===== src/rtl/alu_op_sequencer_if.sv =====
// Command/response handshake bundle between a requester and the ALU op sequencer.
interface alu_op_sequencer_if #(parameter int WIDTH = 8);
  logic             cmd_valid;
  logic             cmd_ready;
  logic [2:0]       cmd_sel;
  logic [WIDTH-1:0] cmd_a;
  logic [WIDTH-1:0] cmd_b;
  logic             cmd_use_acc;
  logic             rsp_valid;
  logic             rsp_ready;
  logic [WIDTH-1:0] rsp_data;
  logic             rsp_zero;
  logic             rsp_illegal;

  modport master (
    output cmd_valid, cmd_sel, cmd_a, cmd_b, cmd_use_acc, rsp_ready,
    input  cmd_ready, rsp_valid, rsp_data, rsp_zero, rsp_illegal
  );

  modport slave (
    input  cmd_valid, cmd_sel, cmd_a, cmd_b, cmd_use_acc, rsp_ready,
    output cmd_ready, rsp_valid, rsp_data, rsp_zero, rsp_illegal
  );
endinterface


===== src/rtl/alu_op_sequencer.sv =====
// Sequences one command at a time through an external combinational ALU:
// accept -> execute -> hold response until consumed; keeps an accumulator of legal results.
module alu_op_sequencer #(
  parameter int WIDTH = 8
) (
  input  logic              clk,
  input  logic              rst,
  alu_op_sequencer_if.slave bus,
  output logic [WIDTH-1:0]  alu_a,
  output logic [WIDTH-1:0]  alu_b,
  output logic [2:0]        alu_sel,
  input  logic [WIDTH-1:0]  alu_result,
  output logic [WIDTH-1:0]  acc,
  output logic              busy
);

  typedef enum logic [1:0] {
    IDLE = 2'd0,
    EXEC = 2'd1,
    RESP = 2'd2
  } state_t;

  state_t           state_q, state_d;
  logic [WIDTH-1:0] alu_a_q, alu_a_d;
  logic [WIDTH-1:0] alu_b_q, alu_b_d;
  logic [2:0]       alu_sel_q, alu_sel_d;
  logic             illegal_q, illegal_d;
  logic [WIDTH-1:0] rsp_data_q, rsp_data_d;
  logic             rsp_zero_q, rsp_zero_d;
  logic             rsp_illegal_q, rsp_illegal_d;
  logic [WIDTH-1:0] acc_q, acc_d;

  always_ff @(posedge clk or posedge rst) begin
    if (rst) begin
      state_q       <= IDLE;
      alu_a_q       <= '0;
      alu_b_q       <= '0;
      alu_sel_q     <= 3'b000;
      illegal_q     <= 1'b0;
      rsp_data_q    <= '0;
      rsp_zero_q    <= 1'b0;
      rsp_illegal_q <= 1'b0;
      acc_q         <= '0;
    end else begin
      state_q       <= state_d;
      alu_a_q       <= alu_a_d;
      alu_b_q       <= alu_b_d;
      alu_sel_q     <= alu_sel_d;
      illegal_q     <= illegal_d;
      rsp_data_q    <= rsp_data_d;
      rsp_zero_q    <= rsp_zero_d;
      rsp_illegal_q <= rsp_illegal_d;
      acc_q         <= acc_d;
    end
  end

  always_comb begin
    state_d       = state_q;
    alu_a_d       = alu_a_q;
    alu_b_d       = alu_b_q;
    alu_sel_d     = alu_sel_q;
    illegal_d     = illegal_q;
    rsp_data_d    = rsp_data_q;
    rsp_zero_d    = rsp_zero_q;
    rsp_illegal_d = rsp_illegal_q;
    acc_d         = acc_q;
    unique case (state_q)
      IDLE: begin
        if (bus.cmd_valid) begin
          alu_a_d   = bus.cmd_use_acc ? acc_q : bus.cmd_a;
          alu_b_d   = bus.cmd_b;
          alu_sel_d = bus.cmd_sel;
          illegal_d = (bus.cmd_sel > 3'b100);
          state_d   = EXEC;
        end
      end
      EXEC: begin
        rsp_data_d    = illegal_q ? '0 : alu_result;
        rsp_zero_d    = illegal_q ? 1'b1 : (alu_result == '0);
        rsp_illegal_d = illegal_q;
        if (!illegal_q) acc_d = alu_result;
        state_d = RESP;
      end
      RESP: begin
        // Returning to IDLE here leaves no accept edge in the consume cycle.
        if (bus.rsp_ready) state_d = IDLE;
      end
      default: state_d = IDLE;
    endcase
  end

  assign bus.cmd_ready   = (state_q == IDLE);
  assign bus.rsp_valid   = (state_q == RESP);
  assign bus.rsp_data    = rsp_data_q;
  assign bus.rsp_zero    = rsp_zero_q;
  assign bus.rsp_illegal = rsp_illegal_q;
  assign alu_a           = alu_a_q;
  assign alu_b           = alu_b_q;
  assign alu_sel         = alu_sel_q;
  assign acc             = acc_q;
  assign busy            = (state_q != IDLE);

endmodule

===== src/flat_wrapper.sv =====
// flat-port wrapper written by rule: the top's interface ports become plain ports
module alu_op_sequencer_flat 
#(
  parameter int WIDTH = 8
)
  (clk, rst, alu_a, alu_b, alu_sel, alu_result, acc, busy, bus_cmd_valid, bus_cmd_sel, bus_cmd_a, bus_cmd_b, bus_cmd_use_acc, bus_rsp_ready, bus_cmd_ready, bus_rsp_valid, bus_rsp_data, bus_rsp_zero, bus_rsp_illegal);
  alu_op_sequencer_if #(.WIDTH(WIDTH)) bus_i ();
  input  logic clk;
  input  logic rst;
  output logic [WIDTH-1:0] alu_a;
  output logic [WIDTH-1:0] alu_b;
  output logic [2:0] alu_sel;
  input  logic [WIDTH-1:0] alu_result;
  output logic [WIDTH-1:0] acc;
  output logic busy;
  input wire logic [$bits(bus_i.cmd_valid)-1:0] bus_cmd_valid;
  input wire logic [$bits(bus_i.cmd_sel)-1:0] bus_cmd_sel;
  input wire logic [$bits(bus_i.cmd_a)-1:0] bus_cmd_a;
  input wire logic [$bits(bus_i.cmd_b)-1:0] bus_cmd_b;
  input wire logic [$bits(bus_i.cmd_use_acc)-1:0] bus_cmd_use_acc;
  input wire logic [$bits(bus_i.rsp_ready)-1:0] bus_rsp_ready;
  output wire logic [$bits(bus_i.cmd_ready)-1:0] bus_cmd_ready;
  output wire logic [$bits(bus_i.rsp_valid)-1:0] bus_rsp_valid;
  output wire logic [$bits(bus_i.rsp_data)-1:0] bus_rsp_data;
  output wire logic [$bits(bus_i.rsp_zero)-1:0] bus_rsp_zero;
  output wire logic [$bits(bus_i.rsp_illegal)-1:0] bus_rsp_illegal;
  assign bus_i.cmd_valid = bus_cmd_valid;
  assign bus_i.cmd_sel = bus_cmd_sel;
  assign bus_i.cmd_a = bus_cmd_a;
  assign bus_i.cmd_b = bus_cmd_b;
  assign bus_i.cmd_use_acc = bus_cmd_use_acc;
  assign bus_i.rsp_ready = bus_rsp_ready;
  assign bus_cmd_ready = bus_i.cmd_ready;
  assign bus_rsp_valid = bus_i.rsp_valid;
  assign bus_rsp_data = bus_i.rsp_data;
  assign bus_rsp_zero = bus_i.rsp_zero;
  assign bus_rsp_illegal = bus_i.rsp_illegal;
  alu_op_sequencer #(.WIDTH(WIDTH)) u_core (.clk(clk), .rst(rst), .bus(bus_i), .alu_a(alu_a), .alu_b(alu_b), .alu_sel(alu_sel), .alu_result(alu_result), .acc(acc), .busy(busy));
endmodule

===== config.mk =====
export PLATFORM = sky130hd
export DESIGN_NAME = alu_op_sequencer_flat
export DESIGN_NICKNAME = d
export VERILOG_FILES = /design/src/rtl/alu_op_sequencer_if.sv /design/src/rtl/alu_op_sequencer.sv /design/src/flat_wrapper.sv
export SDC_FILE = /design/constraint.sdc
export NUM_CORES = 1
export LEC_CHECK = 0
export ABC_AREA = 1
export CAP_MARGIN = 20
export CELL_PAD_IN_SITES_DETAIL_PLACEMENT = 0
export CELL_PAD_IN_SITES_GLOBAL_PLACEMENT = 1
export CORE_ASPECT_RATIO = 1.4
export CORE_UTILIZATION = 25
export DETAILED_ROUTE_END_ITERATION = 12
export PLACE_DENSITY = 0.75
export SLEW_MARGIN = 20
export SYNTH_ARGS = -nofsm -noshare
export SYNTH_HDL_FRONTEND = slang
export SYNTH_SLANG_ARGS = --single-unit

===== constraint.sdc =====
create_clock -name clk -period 1.4 [get_ports clk]
set_input_delay 0.14 -clock clk [delete_from_list [all_inputs] [get_ports clk]]
set_output_delay 0.14 -clock clk [all_outputs]
set_load 0.05 [all_outputs]

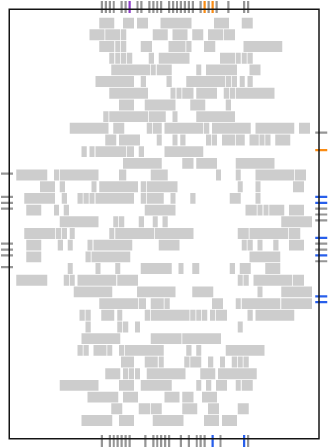
Run 1: ports around the boundary
Pins as bars across the die edge, other pins in gray.
- orange: bus_cmd_sel (pins 3; direction input; edge 2 north, 1 east)
- blue: alu_a (pins 8; direction output; edge 6 east, 2 south)
- purple: bus_rsp_ready (pins 1; direction input; edge north)
- all pins by edge: 28 north, 22 south, 14 east, 8 west

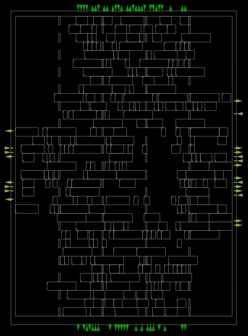
Run 1: cell placement
fin cells: 342
Std-Cell Rows: 35
Well Taps: 74
final core utilization: 41.68%

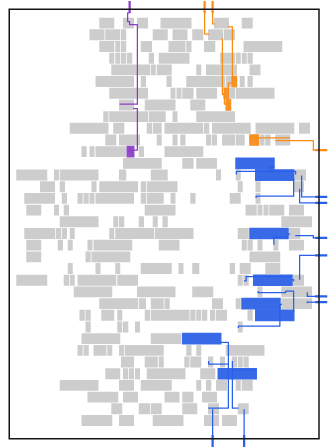
Run 1: nets reached from selected ports
- orange: bus_cmd_sel (bits 3; direction input; edge 2 north, 1 east; end cells 4; buffers 3; wire 66.1 µm)
- blue: alu_a (bits 8; direction output; edge 6 east, 2 south; end cells 8; buffers 8; wire 171 µm)
- purple: bus_rsp_ready (bits 1; direction input; edge north; end cells 1; buffers 1; wire 41.7 µm)

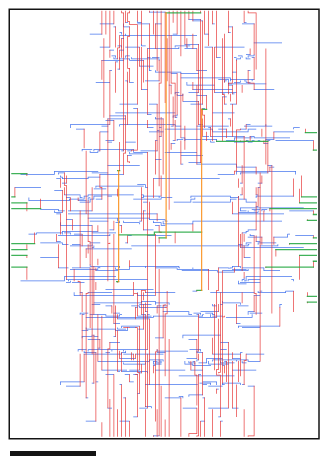
Run 1: wiring by layer
The bar under the picture is 20 µm long.
- red: M2 (wire length 2,250 µm)
- green: M3 (wire length 135 µm)
- orange: M4 (wire length 120 µm)
- blue: M1 (wire length 1,710 µm)

==> results.toml, run 1 <==
# yosys + openroad results
[floorplanning]
coreArea_um2 = 6569
die_h_um = 99.62
fp_util_pct = 25.90
io_pins = 72

[critical_path]
crit_arrival_ps = 1110
critPathBufInv = 3
crit_slowest_cell = "dfrtp_1"
path_class = "flop to output pin"
crit_path_start_kind = "flop"
crit_family = "flip-flops"

[power]
switching_share_pct = 49.23
ir_drop_mv = 0.9566
p_clk_share_pct = 10.3
leakage_nw = 1.399
pg_comb_w = 0.00485

[synth]
topCellsByArea = "dfrtp_1, nand2_1, inv_1, o211ai_1, o21ai_2"
postSynthSeqShare_pct = 58.82
synth_top_area_share_pct = 58.82
logic_family = "simple AND/OR/NAND/NOR gates"
ys_top_cells_by_count = "nand2_1, dfrtp_1, inv_1, nor2_1, o211ai_1"

[cells_and_area]
syn2layout_area_growth_pct = 60.88
fin_nets = 299
final_cell_mix = "nand2_1, dfrtp_1, clkdlybuf4s50_1"
ff_count = 40
seqCellArea_um2 = 1001
fin_area_um2 = 2738
dominant_cells = "sequential cells"
final-clk-cell-share_pct = 3.382
layout_top_cell = "nand2_1"
clock_buffers = 6

[run]
max_cap_viol_count = 0

[timing]
clock.fmax_ghz = 0.7977
fin_crit_sh_pct = 89.54
drv_slew = 0
setup_viol = 0
finalSetupTns_ps = 0

[placed_design]
place.gp.congestion = 0.7144
io_buffers = 71

[global_route]
met2_usage_pct = 21.48
overflow = 0
antenna_found_initial = 0

[cts]
cts_tree = "built"
numCtsBuffers = 5
cts.clk_slew.worst_paths_ps = 80
post_cts_buffers = 0
cts.hold.buffers_added = 0

[detailed_routing]
first_pass_iters = 4

[status]
status = "finished clean"
==> run 1: worst paths after layout <==
check / from / to / slack [ps] / cells after the start
worst max-delay path: u_core.state_q[0] / bus_cmd_ready / 150 / 4
worst min-delay path: rst / u_core.alu_b[4] / 190 / 3
worst max register to register: u_core.state_q[0] / u_core.alu_a[0] / 230 / 6
worst min register to register: u_core.alu_sel[2] / u_core.alu_sel[2] / 480 / 2
max in group asynchronous: rst / u_core.bus.rsp_illegal / 960 / 3
min in group clk: bus_cmd_b[0] / u_core.alu_b[0] / 370 / 3
==> run 1: layer usage <==
metal,part of all wire [%],up-vias
met3,3.2,8
li1,-,726
met2,53,34
met4,2.9,0
met5,0,-
met1,41,631
==> run 1: tightest hold or removal path, stage by stage <==
cell and delay [ps]:
clkdlybuf4s50_1 410, clkinv_1 60, buf_4 240
==> run 1 -> run 2 <==
--- a/config.mk
+++ b/config.mk
@@ -13,6 +13,7 @@
 export CORE_UTILIZATION = 25
 export DETAILED_ROUTE_END_ITERATION = 12
 export PLACE_DENSITY = 0.75
+export SETUP_SLACK_MARGIN = 0.02
 export SLEW_MARGIN = 20
 export SYNTH_ARGS = -nofsm -noshare
 export SYNTH_HDL_FRONTEND = slang
==> run 2 against run 1 <==
Net effect:
- hold slack is the same
- synthesized cell count unchanged
- non-clock buffer count is the same
- wire length unchanged
- via count did not move
- die size did not move
- sequential power about the same
- sequential cell count unchanged
- clock power about the same
- highest routed layer unchanged
==> results.toml, run 2 <==
# yosys + openroad results
[status]
status = "finished clean"

[cts]
cts_tree = "built"
cts.clk_slew.worst_paths_ps = 80
post_cts_buffers = 0
cts.hold.buffers_added = 0
numCtsBuffers = 5

[floorplanning]
die_h_um = 99.62
io_pins = 72
tapCellCount = 74
coreArea_um2 = 6569

[detailed_routing]
dr.max_layer_used = "met4"
first_pass_iters = 4
wl_met2_mm = 2.247
m1WireLength_mm = 1.705
dr_wl_met3_um = 134

[cells_and_area]
fin_area_um2 = 2738
ff_count = 40
dominant_cells = "sequential cells"
syn2layout_area_growth_pct = 60.88
fin_nets = 299
layout_top_cell = "nand2_1"
seqCellArea_um2 = 1001
final_cell_mix = "nand2_1, dfrtp_1, clkdlybuf4s50_1"
clock_buffers = 6
fin_cells = 342

[critical_path]
crit_arrival_ps = 1110
crit_slowest_cell = "dfrtp_1"
crit_family = "flip-flops"
critPathBufInv = 3

[synth]
synth_top_area_share_pct = 58.82
postSynthSeqShare_pct = 58.82
ys_top_cells_by_count = "nand2_1, dfrtp_1, inv_1, nor2_1, o211ai_1"
logic_family = "simple AND/OR/NAND/NOR gates"

[global_route]
overflow = 0
antenna_found_initial = 0

[timing]
finalSetupTns_ps = 0
setup_viol = 0
clock.fmax_ghz = 0.7977

[run]
max_cap_viol_count = 0

[placed_design]
place.gp.congestion = 0.7144

[power]
leakage_nw = 1.399
ir_drop_mv = 0.9566
run 2: cell counts in the layout (fill, tap and decap cells not counted):
Identical to the previous run, type by type.
run 2: path summary, 6_finish.rpt:
kind                                    from                endpoint  slack [ps]  cells past startpoint
max                        u_core.state_q[0]           bus_cmd_ready         150                      4
min                                      rst         u_core.alu_b[4]         190                      3
max reg2reg                u_core.state_q[0]         u_core.alu_a[0]         230                      6
min reg2reg                u_core.alu_sel[2]       u_core.alu_sel[2]         480                      2
max in group asynchronous                rst  u_core.bus.rsp_illegal         960                      3
min in group clk                bus_cmd_b[0]         u_core.alu_b[0]         370                      3
run 2: power by group:
group          total, W  internal (W)  switching, W  leakage, nW
clock          0.000805      0.000393      0.000411       0.0510
combinational   0.00485       0.00189       0.00297        0.852
sequential      0.00219       0.00170      0.000486        0.496
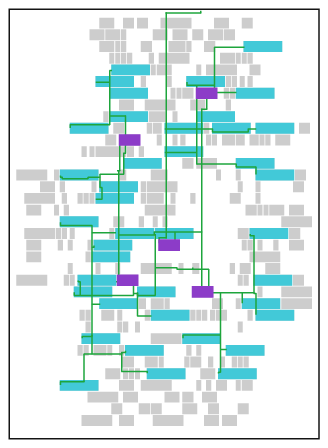
Run 2: clock network drawn from the DEF
- cyan: flip-flops (count 40)
- green: clock wires (length 547 µm)
- purple: clock-net drivers (count 5)
- routed clock nets: 6

Power figures rest on the tool's default switching activity, not on a simulated workload.
